<file path="src/rtl/controlo_barreira.sv">
// Parking-gate sequencer: timed barrier motion (open/hold/close) with obstacle
// reopen and lot occupancy tracking.
module controlo_barreira #(
  parameter int T_MOVER   = 50,
  parameter int T_ABERTA  = 500,
  parameter int N_LUGARES = 8,
  parameter int W         = 4
) (
  input  logic         CLK,
  input  logic         RST,
  input  logic         Sensor_Entrada,
  input  logic         Pedido,
  input  logic         Sensor_Passagem,
  input  logic         Saida,
  output logic         Barreira,
  output logic         Motor_Abrir,
  output logic         Motor_Fechar,
  output logic [W-1:0] Ocupados,
  output logic         Cheio
);

  localparam int TMAX = (T_ABERTA > T_MOVER) ? T_ABERTA : T_MOVER;
  localparam int TW   = (TMAX > 2) ? $clog2(TMAX) : 1;

  localparam logic [TW-1:0] T_MOVER_C  = TW'(T_MOVER - 1);
  localparam logic [TW-1:0] T_ABERTA_C = TW'(T_ABERTA - 1);
  localparam logic [TW-1:0] ONE_T      = TW'(1);
  localparam logic [TW-1:0] ZERO_T     = TW'(0);
  localparam logic [W-1:0]  N_C        = W'(N_LUGARES);
  localparam logic [W-1:0]  ONE_O      = W'(1);
  localparam logic [W-1:0]  ZERO_O     = W'(0);

  typedef enum logic [1:0] {
    FECHADA  = 2'd0,
    A_ABRIR  = 2'd1,
    ABERTA   = 2'd2,
    A_FECHAR = 2'd3
  } estado_t;

  estado_t       state_q, state_d;
  logic [TW-1:0] timer_q, timer_d;
  logic [W-1:0]  ocup_q, ocup_d;
  logic          prev_q;
  logic          barreira_q, barreira_d;
  logic          abrir_q, abrir_d;
  logic          fechar_q, fechar_d;
  logic          passagem_s;
  logic          entrou_s;
  logic          cheio_s;

  // A car has cleared the barrier when the passage sensor falls.
  assign passagem_s = prev_q & ~Sensor_Passagem;
  assign cheio_s    = (ocup_q == N_C);

  // State register, timer, passage-edge sampler, occupancy and Moore outputs.
  always_ff @(posedge CLK or posedge RST) begin
    if (RST) begin
      state_q    <= FECHADA;
      timer_q    <= ZERO_T;
      prev_q     <= 1'b0;
      ocup_q     <= ZERO_O;
      barreira_q <= 1'b0;
      abrir_q    <= 1'b0;
      fechar_q   <= 1'b0;
    end else begin
      state_q    <= state_d;
      timer_q    <= timer_d;
      prev_q     <= Sensor_Passagem;
      ocup_q     <= ocup_d;
      barreira_q <= barreira_d;
      abrir_q    <= abrir_d;
      fechar_q   <= fechar_d;
    end
  end

  // Next-state and timer logic.
  always_comb begin
    state_d  = state_q;
    timer_d  = timer_q;
    entrou_s = 1'b0;
    case (state_q)
      FECHADA: begin
        if (Pedido && Sensor_Entrada && !cheio_s) begin
          state_d = A_ABRIR;
          timer_d = T_MOVER_C;
        end else begin
          state_d = FECHADA;
        end
      end
      A_ABRIR: begin
        if (timer_q == ZERO_T) begin
          state_d = ABERTA;
          timer_d = T_ABERTA_C;
        end else begin
          timer_d = timer_q - ONE_T;
        end
      end
      ABERTA: begin
        if (passagem_s) begin
          entrou_s = 1'b1;
          state_d  = A_FECHAR;
          timer_d  = T_MOVER_C;
        end else if (Sensor_Passagem) begin
          timer_d = timer_q;
        end else if (timer_q == ZERO_T) begin
          state_d = A_FECHAR;
          timer_d = T_MOVER_C;
        end else begin
          timer_d = timer_q - ONE_T;
        end
      end
      A_FECHAR: begin
        // An obstacle always forces a full reopen, even on the expiry cycle.
        if (Sensor_Passagem) begin
          state_d = A_ABRIR;
          timer_d = T_MOVER_C;
        end else if (timer_q == ZERO_T) begin
          state_d = FECHADA;
          timer_d = ZERO_T;
        end else begin
          timer_d = timer_q - ONE_T;
        end
      end
      default: begin
        state_d = FECHADA;
        timer_d = ZERO_T;
      end
    endcase
  end

  // Occupancy update; an entry and an exit in the same cycle cancel out.
  always_comb begin
    ocup_d = ocup_q;
    if (entrou_s && !Saida) begin
      if (ocup_q < N_C) begin
        ocup_d = ocup_q + ONE_O;
      end else begin
        ocup_d = ocup_q;
      end
    end else if (Saida && !entrou_s) begin
      if (ocup_q != ZERO_O) begin
        ocup_d = ocup_q - ONE_O;
      end else begin
        ocup_d = ocup_q;
      end
    end else begin
      ocup_d = ocup_q;
    end
  end

  // Output decode from the next state so outputs switch on the transition edge.
  always_comb begin
    barreira_d = (state_d != FECHADA);
    abrir_d    = (state_d == A_ABRIR);
    fechar_d   = (state_d == A_FECHAR);
  end

  assign Barreira     = barreira_q;
  assign Motor_Abrir  = abrir_q;
  assign Motor_Fechar = fechar_q;
  assign Ocupados     = ocup_q;
  assign Cheio        = cheio_s;

endmodule

</file>
<file path="config.mk">
export PLATFORM = sky130hd
export DESIGN_NAME = controlo_barreira
export DESIGN_NICKNAME = d
export VERILOG_FILES = /design/src/rtl/controlo_barreira.sv
export SDC_FILE = /design/constraint.sdc
export NUM_CORES = 1
export LEC_CHECK = 0
export CORE_MARGIN = 4
export CORE_UTILIZATION = 55
export DETAILED_ROUTE_END_ITERATION = 10
export PLACE_DENSITY = 0.75
export SYNTH_ARGS = -nofsm -noshare
export SYNTH_HDL_FRONTEND = slang
export SYNTH_SLANG_ARGS = --single-unit
export TNS_END_PERCENT = 20
</file>
<file path="constraint.sdc">
create_clock -name CLK -period 2.5 [get_ports CLK]
set_input_delay 0.25 -clock CLK [delete_from_list [all_inputs] [get_ports CLK]]
set_output_delay 0.25 -clock CLK [all_outputs]
set_load 0.1 [all_outputs]
</file>
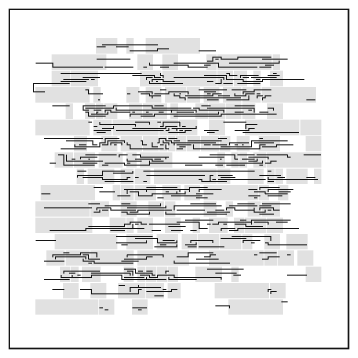
(run_1/m1.png)
(6 px per um)
main direction: horizontal
share of all routed wire: 46%

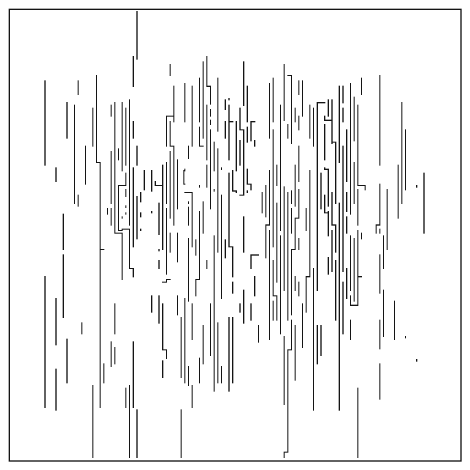
(run_1/m2.png)
(8 px per um)
main direction: vertical
share of all routed wire: 47%
longest straight run: 30.6 um
wire length on this layer: 1,330 um
nets with wire on the layer: 134

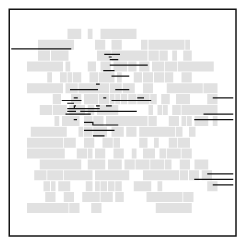
(run_1/m3.png)
(4 px per um)
nets with wire on the layer: 25
share of all routed wire: 5.5%
wire length on this layer: 158 um

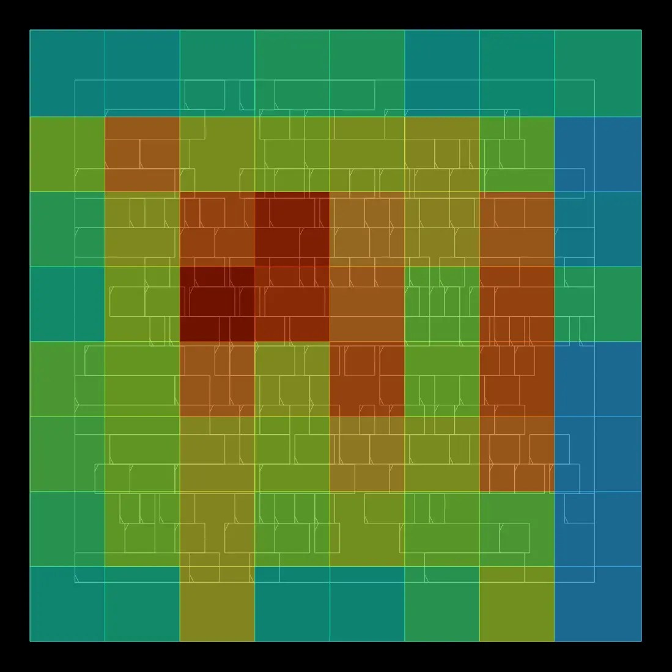
(run_1/congestion_map.png)
met3 GRT Util: 0.03218
met2 GRT Util: 0.2972
total track usage: 0.1864
met1 usage: 0.2619
fin util: 0.6708

==> flow_summary.toml, run 1 <==
# physical design summary
[synthesis]
aoi_share = 0.2898
yosys.area_share.simple = 0.1717
yosys_warnings = 0
synthTopCellsByArea = "dfrtp_1, ha_1, inv_1, nand2b_1, a21oi_1"
ys_types = 50
yosysTopAreaCell = "dfrtp_1"
xor_area_frac = 0.01366
async_reset_ff_frac = 1.000
synthCells = 133
synth_area_per_cell_um2 = 9.643
synth_flop_count = 19
synth_dominant_cell_count = "dfrtp_1"
edf_count = 0
ys_area_um2 = 1282
ys_dominant_reg_cell = "dfrtp_1"
synth_seq_share = 0.3707
top_area_frac = 0.3707
fp_nets = 145
synthTopCellsByCount = "dfrtp_1, inv_1, a21oi_1, nand2_1"
syn-cell-area_um2 = 1282

[job]
max_cap_violations = 0
warnings = 28

[final_layout]
fillers = 190
layout_top_cell = "dfrtp_1"
logic_area_um2 = 749.5
seq_share = 0.3288
layout.nets = 161
seq_cell_count = 19
nNonClkBuffers = 18
drive_gt1_frac = 0.1959
regMostFlops = "timer_q"
stdcell_area_um2 = 1484
nMultiInputCombCells = 97
clk_share = 0.01771
final_layout_top_logic_cells = "dfrtp_1, buf_4, inv_1, nand2_1, a21oi_1"
area_growth_pct = 15.71
final-nonclk-buf-share = 0.09949
nNonClkInverters = 10
num_antenna_cells = 0
seq_area_um2 = 488.0
clock_buffers = 4
comb_share = 0.5051

[clocking]
hold_buffers = 0
clk_pin_slew_ns = 0.11
root_buffer = "clkbuf_4"
cts-htree-levels = 1
cts_buffer_depth = 2
cts_buffers = 3
cts_setup_buffers = 0
clock-sinks = 19
cts_tree = "done"
post_cts_resized = 0

[drt]
wl_met1_mm = 1.311
post-route-drc-count = 0
vias = 1102
drt_first_iter_violations = 55
wl_mm = 2.849
top_layer = "met4"
wl_met3_um = 157

[placed_design]
gp_congestion = 0.8078
postPlaceCellArea_um2 = 1458
placedCellCount = 172
post-place-ws_ns = 0.003569
detailed_place_hpwl_mm = 2.102

[power_and_ir_drop]
p_int_mw = 0.8581
power.leakage_nw = 0.5994
combPwrFrac = 0.568
total_power_mw = 1.763
power-top-group = "combinational cells"
power_density_nw_per_um2 = 1188
ir_drop_mv = 1.482
comb_power_mw = 1.00

[die]
coreArea_um2 = 2212
dieHeight_um = 56.29
n_tap_cell = 28
initCoreUtil = 0.5798
dieWidth_um = 56.29
pin_count = 14
die_area_um2 = 3169

[worst_setup_path]
worst_path_max_delay_cell = "or4_1"
critical_path.max_fanout = 10
critPathLaunchType = "flip-flop"
path_buffers = 0
worstPathRequired_ns = 2.70
crit_chain = "or4_1 > o31ai_4 > a21oi_1 > a221o_2"
timing.rr.end = "timer_q[6]"
critPathMaxStageDelay_ns = 0.75
worst_setup_path_end_kind = "flip-flop"
critPathKind = "flip-flop to flip-flop"
critPathTopFamily = "AND-OR/OR-AND gates"
rr_startpoint = "timer_q[3]"
startpoint = "timer_q[3]"
crit_cells = 4
r2r_cells = 4

[grt]
grt.busiest_layer = "met2"
grt_start_max_net_pins = 20
overflow = 0
antenna_found_initial = 0
grt_pass1_wl_mm = 4.781
grt_pass1_vias = 1031

[sta]
fin_hold_ws_ns = 0.3539
worstMarginPinSlew_ns = 0.7213
drv_slew = 0
fin_crit_sh = 0.9019
min_period_ns = 2.255
rsz0062_at_grt = "no"
fmax_mhz = 443.5
skew_ns = 0.006570

[run_status]
status = "finished, final reports clean"

[min_path]
min_path_type = "input port to async pin"
--- run 2 (diff from run 1) ---
Settings changed: GPL_ROUTABILITY_DRIVEN from default to 0.
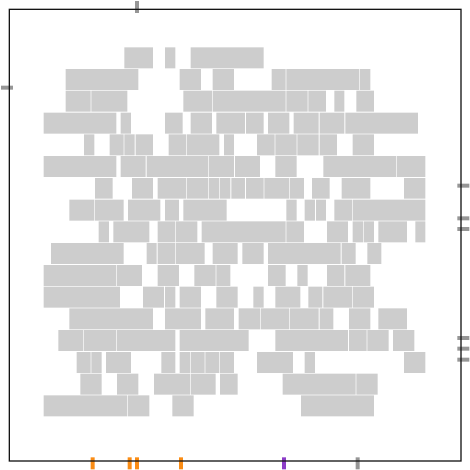
(run_2/pinout.png)
(8 px per um) Pins as bars across the die edge, other pins in grey.
[purple] Saida | pins: 1 | direction: input | edge: bottom
[orange] Ocupados | pins: 4 | direction: output | edge: bottom
PortBufs: 13
chip width: 56.29 um
Die H: 56.29 um

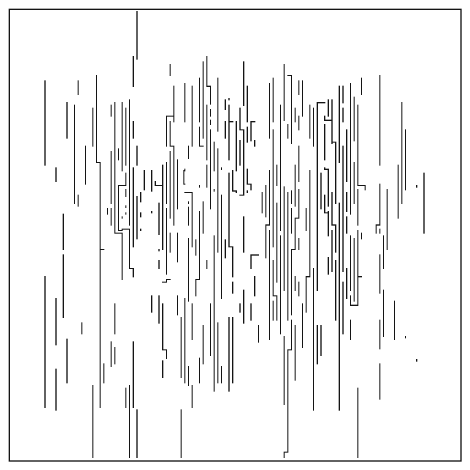
(run_2/m2.png)
(8 px per um)
nets with wire on the layer: 134
wire length on this layer: 1,330 um
main direction: vertical
longest straight run: 30.6 um
detailed-route via count: 1,102
WL final: 2.849 mm

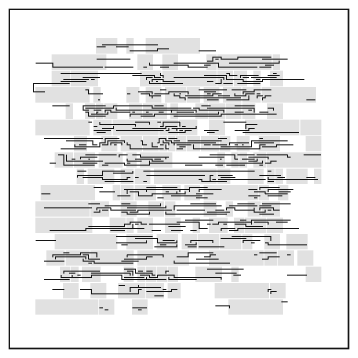
(run_2/m1.png)
(6 px per um)
nets with wire on the layer: 145
wire length on this layer: 1,310 um

==> run 2 against run 1 <==
  * Clock power is essentially flat
  * Largest cell class unchanged
  * Largest power group unchanged
  * Sequential share of layout area is the same
  * Core utilization is the same
  * Die area is the same
  * Synthesized cell count is the same
  * Highest routed layer unchanged
  * Fmax is the same
  * Via count is the same
  * Worst setup slack is the same
  * Routed wire length is the same
==> flow_summary.toml, run 2 <==
# physical design summary
[run_status]
status = "finished, final reports clean"

[synthesis]
ys_area_um2 = 1282
edf_count = 0
ys_sh_mux = 0.03317
yosysTopAreaCell = "dfrtp_1"
synthTopCellsByArea = "dfrtp_1, ha_1, inv_1, nand2b_1, a21oi_1"
synthTopCellsByCount = "dfrtp_1, inv_1, a21oi_1, nand2_1"
yosys.area_share.simple = 0.1717
ys_types = 50
xor_area_frac = 0.01366
fp_nets = 145
syn-cell-area_um2 = 1282
synth_flop_count = 19
synth_seq_share = 0.3707
synth_area_per_cell_um2 = 9.643
ys_dominant_reg_cell = "dfrtp_1"
async_reset_ff_frac = 1.000
aoi_share = 0.2898
synthCells = 133
yosys_warnings = 0
top_area_frac = 0.3707
synth_dominant_cell_count = "dfrtp_1"

[final_layout]
final_layout_top_logic_cells = "dfrtp_1, buf_4, inv_1, nand2_1, a21oi_1"
stdcell_area_um2 = 1484
seq_share = 0.3288
largest_register_ffs = 9
nMultiInputCombCells = 97
nNonClkInverters = 10
comb_share = 0.5051
num_antenna_cells = 0
clock_buffers = 4
seq_cell_count = 19
layout_top_cell = "dfrtp_1"
final-nonclk-buf-share = 0.09949
clk_share = 0.01771
fillers = 190
area_growth_pct = 15.71
layout.nets = 161
seq_area_um2 = 488.0
nNonClkBuffers = 18
regMostFlops = "timer_q"
fin_util = 0.6708
logic_area_um2 = 749.5
drive_gt1_frac = 0.1959

[die]
pin_count = 14
coreArea_um2 = 2212
die_area_um2 = 3169
n_tap_cell = 28
initCoreUtil = 0.5798

[drt]
post-route-drc-count = 0
dr_wl_met2_mm = 1.330
wl_met3_um = 157
vias_per_cell = 6.261
drt_first_iter_violations = 55
top_layer = "met4"
wl_met1_mm = 1.311
firstDrtPassIters = 4

[power_and_ir_drop]
total_power_mw = 1.763
ir_drop_mv = 1.482
power_density_nw_per_um2 = 1188
clkPwrFrac = 0.091
power.leakage_nw = 0.5994
p_clk_mw = 0.160
power-top-group = "combinational cells"
combPwrFrac = 0.568
p_int_mw = 0.8581
comb_power_mw = 1.00

[sta]
fmax_mhz = 443.5
fin_crit_sh = 0.9019
min_period_ns = 2.255
setup_viol = 0
skew_ns = 0.006570
drv_slew = 0
fin_hold_ws_ns = 0.3539
worstMarginPinSlew_ns = 0.7213
rsz0062_at_grt = "no"

[clocking]
cts_setup_buffers = 0
hold_buffers = 0
cts_buffer_depth = 2
clk_pin_slew_ns = 0.11
cts_tree = "done"
cts_buffers = 3
root_buffer = "clkbuf_4"
post_cts_resized = 0
cts-htree-levels = 1
clock-sinks = 19

[grt]
antenna_found_initial = 0
grt_util_all_layers = 0.1864
grt_start_max_net_pins = 20
overflow = 0
use_met1 = 0.2619
grt_util_met3 = 0.03218
grt_pass1_vias = 1031
grt_pass1_wl_mm = 4.781
met2_usage = 0.2972
grt.busiest_layer = "met2"

[worst_setup_path]
worstPathRequired_ns = 2.70
critPathMaxStageDelay_ns = 0.75
crit_cells = 4
critPathKind = "flip-flop to flip-flop"
critical_path.max_fanout = 10
worst_setup_path_end_kind = "flip-flop"
timing.rr.end = "timer_q[6]"
crit_chain = "or4_1 > o31ai_4 > a21oi_1 > a221o_2"
r2r_cells = 4
rr_startpoint = "timer_q[3]"
startpoint = "timer_q[3]"
critPathTopFamily = "AND-OR/OR-AND gates"
critPathLaunchType = "flip-flop"
path_buffers = 0
worst_path_max_delay_cell = "or4_1"

[placed_design]
postPlaceCellArea_um2 = 1458
detailed_place_hpwl_mm = 2.102
placedCellCount = 172
post-place-ws_ns = 0.003569

[min_path]
min_path_type = "input port to async pin"

[job]
warnings = 28
max_cap_violations = 0
--- run 3 (diff from run 2) ---
==> constraint.sdc (replaced) <==
create_clock -name CLK -period 2.5 [get_ports CLK]
set_input_delay 0.5 -clock CLK [delete_from_list [all_inputs] [get_ports CLK]]
set_output_delay 0.5 -clock CLK [all_outputs]
set_load 0.1 [all_outputs]
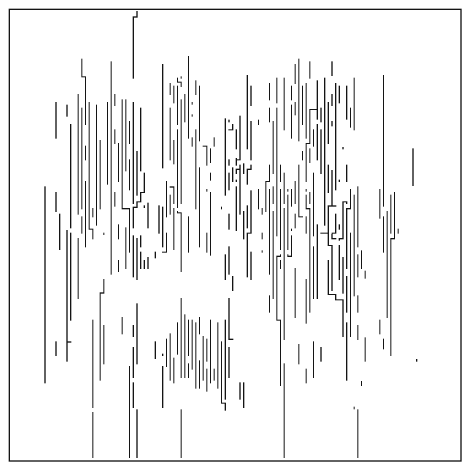
(run_3/m2.png)
(8 px per um)
share of all routed wire: 44%
wire length on this layer: 1,310 um
WL final: 2.990 mm
met2 GRT Util: 0.2838

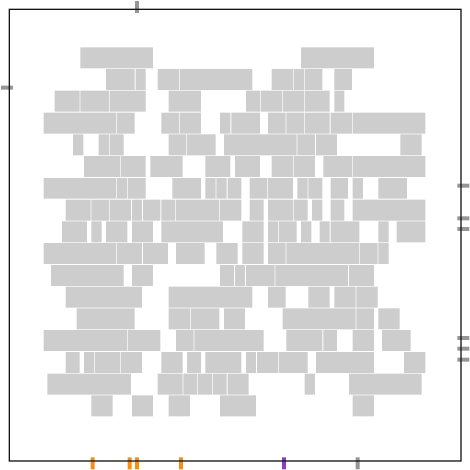
(run_3/pinout.png)
(8 px per um) Pins as bars across the die edge, other pins in grey.
[purple] Saida | pins: 1 | direction: input | edge: bottom
[orange] Ocupados | pins: 4 | direction: output | edge: bottom
all pins by edge: 6 right, 6 bottom, 1 left, 1 top

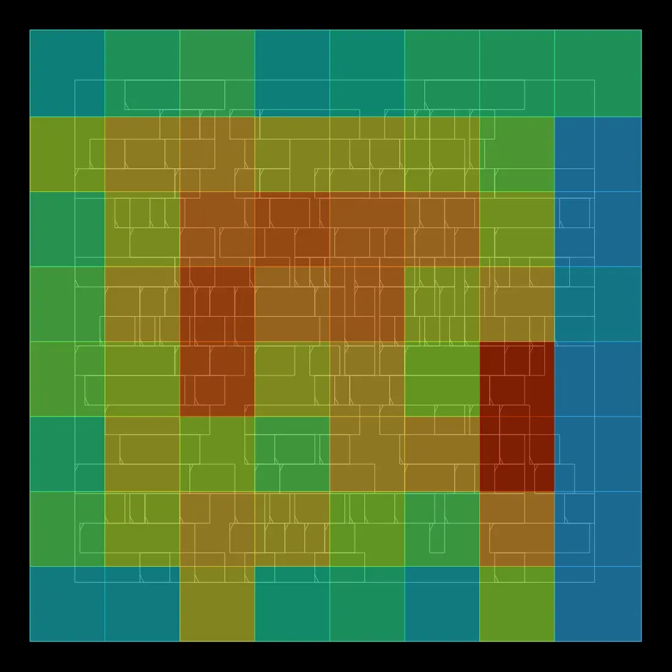
(run_3/congestion_map.png)
Top Usage Layer GRT: met1
Avg WL per Cell: 16.61 um
met1 usage: 0.3035

==> run 3 against run 2 <==
  * Register-to-register slack is essentially flat
  * Critical path depth stayed put
  * Non-clock buffer count increased by 4
  * Sequential power grew 1%
==> flow_summary.toml, run 3 <==
# physical design summary
[die]
dieWidth_um = 56.29
initCoreUtil = 0.5798
coreArea_um2 = 2212
pin_count = 14
n_tap_cell = 28
num_rows = 17
dieHeight_um = 56.29
die_area_um2 = 3169

[synthesis]
async_reset_ff_frac = 1.000
edf_count = 0
top_area_frac = 0.3707
syn-cell-area_um2 = 1282
yosys_warnings = 0
ys_dominant_reg_cell = "dfrtp_1"
synth_dominant_cell_count = "dfrtp_1"
xor_area_frac = 0.01366
synth_flop_count = 19
synthCells = 133
synth_seq_share = 0.3707
aoi_share = 0.2898
ys_top_logic_family = "AND-OR/OR-AND gates"
ys_sh_mux = 0.03317
yosys.area_share.simple = 0.1717
yosys.area_share.adder = 0.06439
synth_area_per_cell_um2 = 9.643
ys_area_um2 = 1282
ys_types = 50
fp_nets = 145
synthTopCellsByArea = "dfrtp_1, ha_1, inv_1, nand2b_1, a21oi_1"
yosysTopAreaCell = "dfrtp_1"
synthTopCellsByCount = "dfrtp_1, inv_1, a21oi_1, nand2_1"

[final_layout]
layout.nets = 165
drive_gt1_frac = 0.2171
seq_share = 0.3197
fillers = 179
nNonClkBuffers = 22
clock_buffers = 4
logic_area_um2 = 749.5
stdcell_area_um2 = 1526
nNonClkInverters = 10
final_layout_top_logic_cells = "buf_4, dfrtp_1, inv_1, nand2_1, a21oi_1"
layout_top_cell = "buf_4"
fin_util = 0.6900
comb_share = 0.4910
nMultiInputCombCells = 97
area_growth_pct = 19.02
seq_area_um2 = 488.0
largest_register_ffs = 9
clk_share = 0.01721
regMostFlops = "timer_q"
num_antenna_cells = 0
seq_cell_count = 19
final-nonclk-buf-share = 0.1246

[power_and_ir_drop]
power-top-group = "combinational cells"
p_clk_mw = 0.161
comb_power_mw = 1.02
power.leakage_nw = 0.6206
total_power_mw = 1.786
power_density_nw_per_um2 = 1170
combPwrFrac = 0.570
p_int_mw = 0.8743
ir_drop_mv = 1.273
clkPwrFrac = 0.090

[placed_design]
numPortBuffers = 13
post-place-ws_ns = -0.07100
placedCellCount = 176
detailed_place_hpwl_mm = 2.173
postPlaceCellArea_um2 = 1500

[clocking]
cts_setup_buffers = 0
clock-sinks = 19
cts_buffers = 3
clk_pin_slew_ns = 0.11
cts_buffer_depth = 2
cts-htree-levels = 1
hold_buffers = 0
post_cts_resized = 0
root_buffer = "clkbuf_4"
cts_tree = "done"

[worst_setup_path]
critPathKind = "flip-flop to flip-flop"
critPathLaunchType = "flip-flop"
path_buffers = 0
crit_cells = 4
worst_path_max_delay_cell = "or4_1"
rr_startpoint = "timer_q[3]"
arrival_ns = 2.45
critPathTopFamily = "AND-OR/OR-AND gates"
startpoint = "timer_q[3]"
crit_chain = "or4_1 > o31ai_4 > a21oi_1 > a221o_2"
timing.rr.end = "timer_q[6]"
worst_setup_path_end_kind = "flip-flop"
critPathMaxStageDelay_ns = 0.75
worstPathRequired_ns = 2.70
critical_path.max_fanout = 10
r2r_cells = 4

[sta]
fmax_mhz = 444.8
fin_hold_ws_ns = 0.5493
worstMarginPinSlew_ns = 0.7330
fin_crit_sh = 0.8992
min_period_ns = 2.248
skew_ns = 0.005269
drv_slew = 0
setup_viol = 0
rsz0062_at_grt = "no"

[grt]
antenna_found_initial = 0
grt_util_met3 = 0.05977
grt_pass1_wl_mm = 5.147
grt_pass1_vias = 1054
grt_start_max_net_pins = 20
overflow = 0
grt_util_all_layers = 0.2046

[job]
max_cap_violations = 0
warnings = 28

[drt]
wl_met1_mm = 1.383
top_layer = "met4"
dr_wl_met2_mm = 1.311
vias = 1160
post-route-drc-count = 0
wl_met3_um = 212
drt_first_iter_violations = 50
vias_per_cell = 6.444
firstDrtPassIters = 4

[min_path]
holdCritStartpoint = "timer_q[5]"
min_path_type = "flip-flop to flip-flop"

[run_status]
status = "finished, final reports clean"
Power figures rest on the tool's default switching activity, not on a simulated workload.
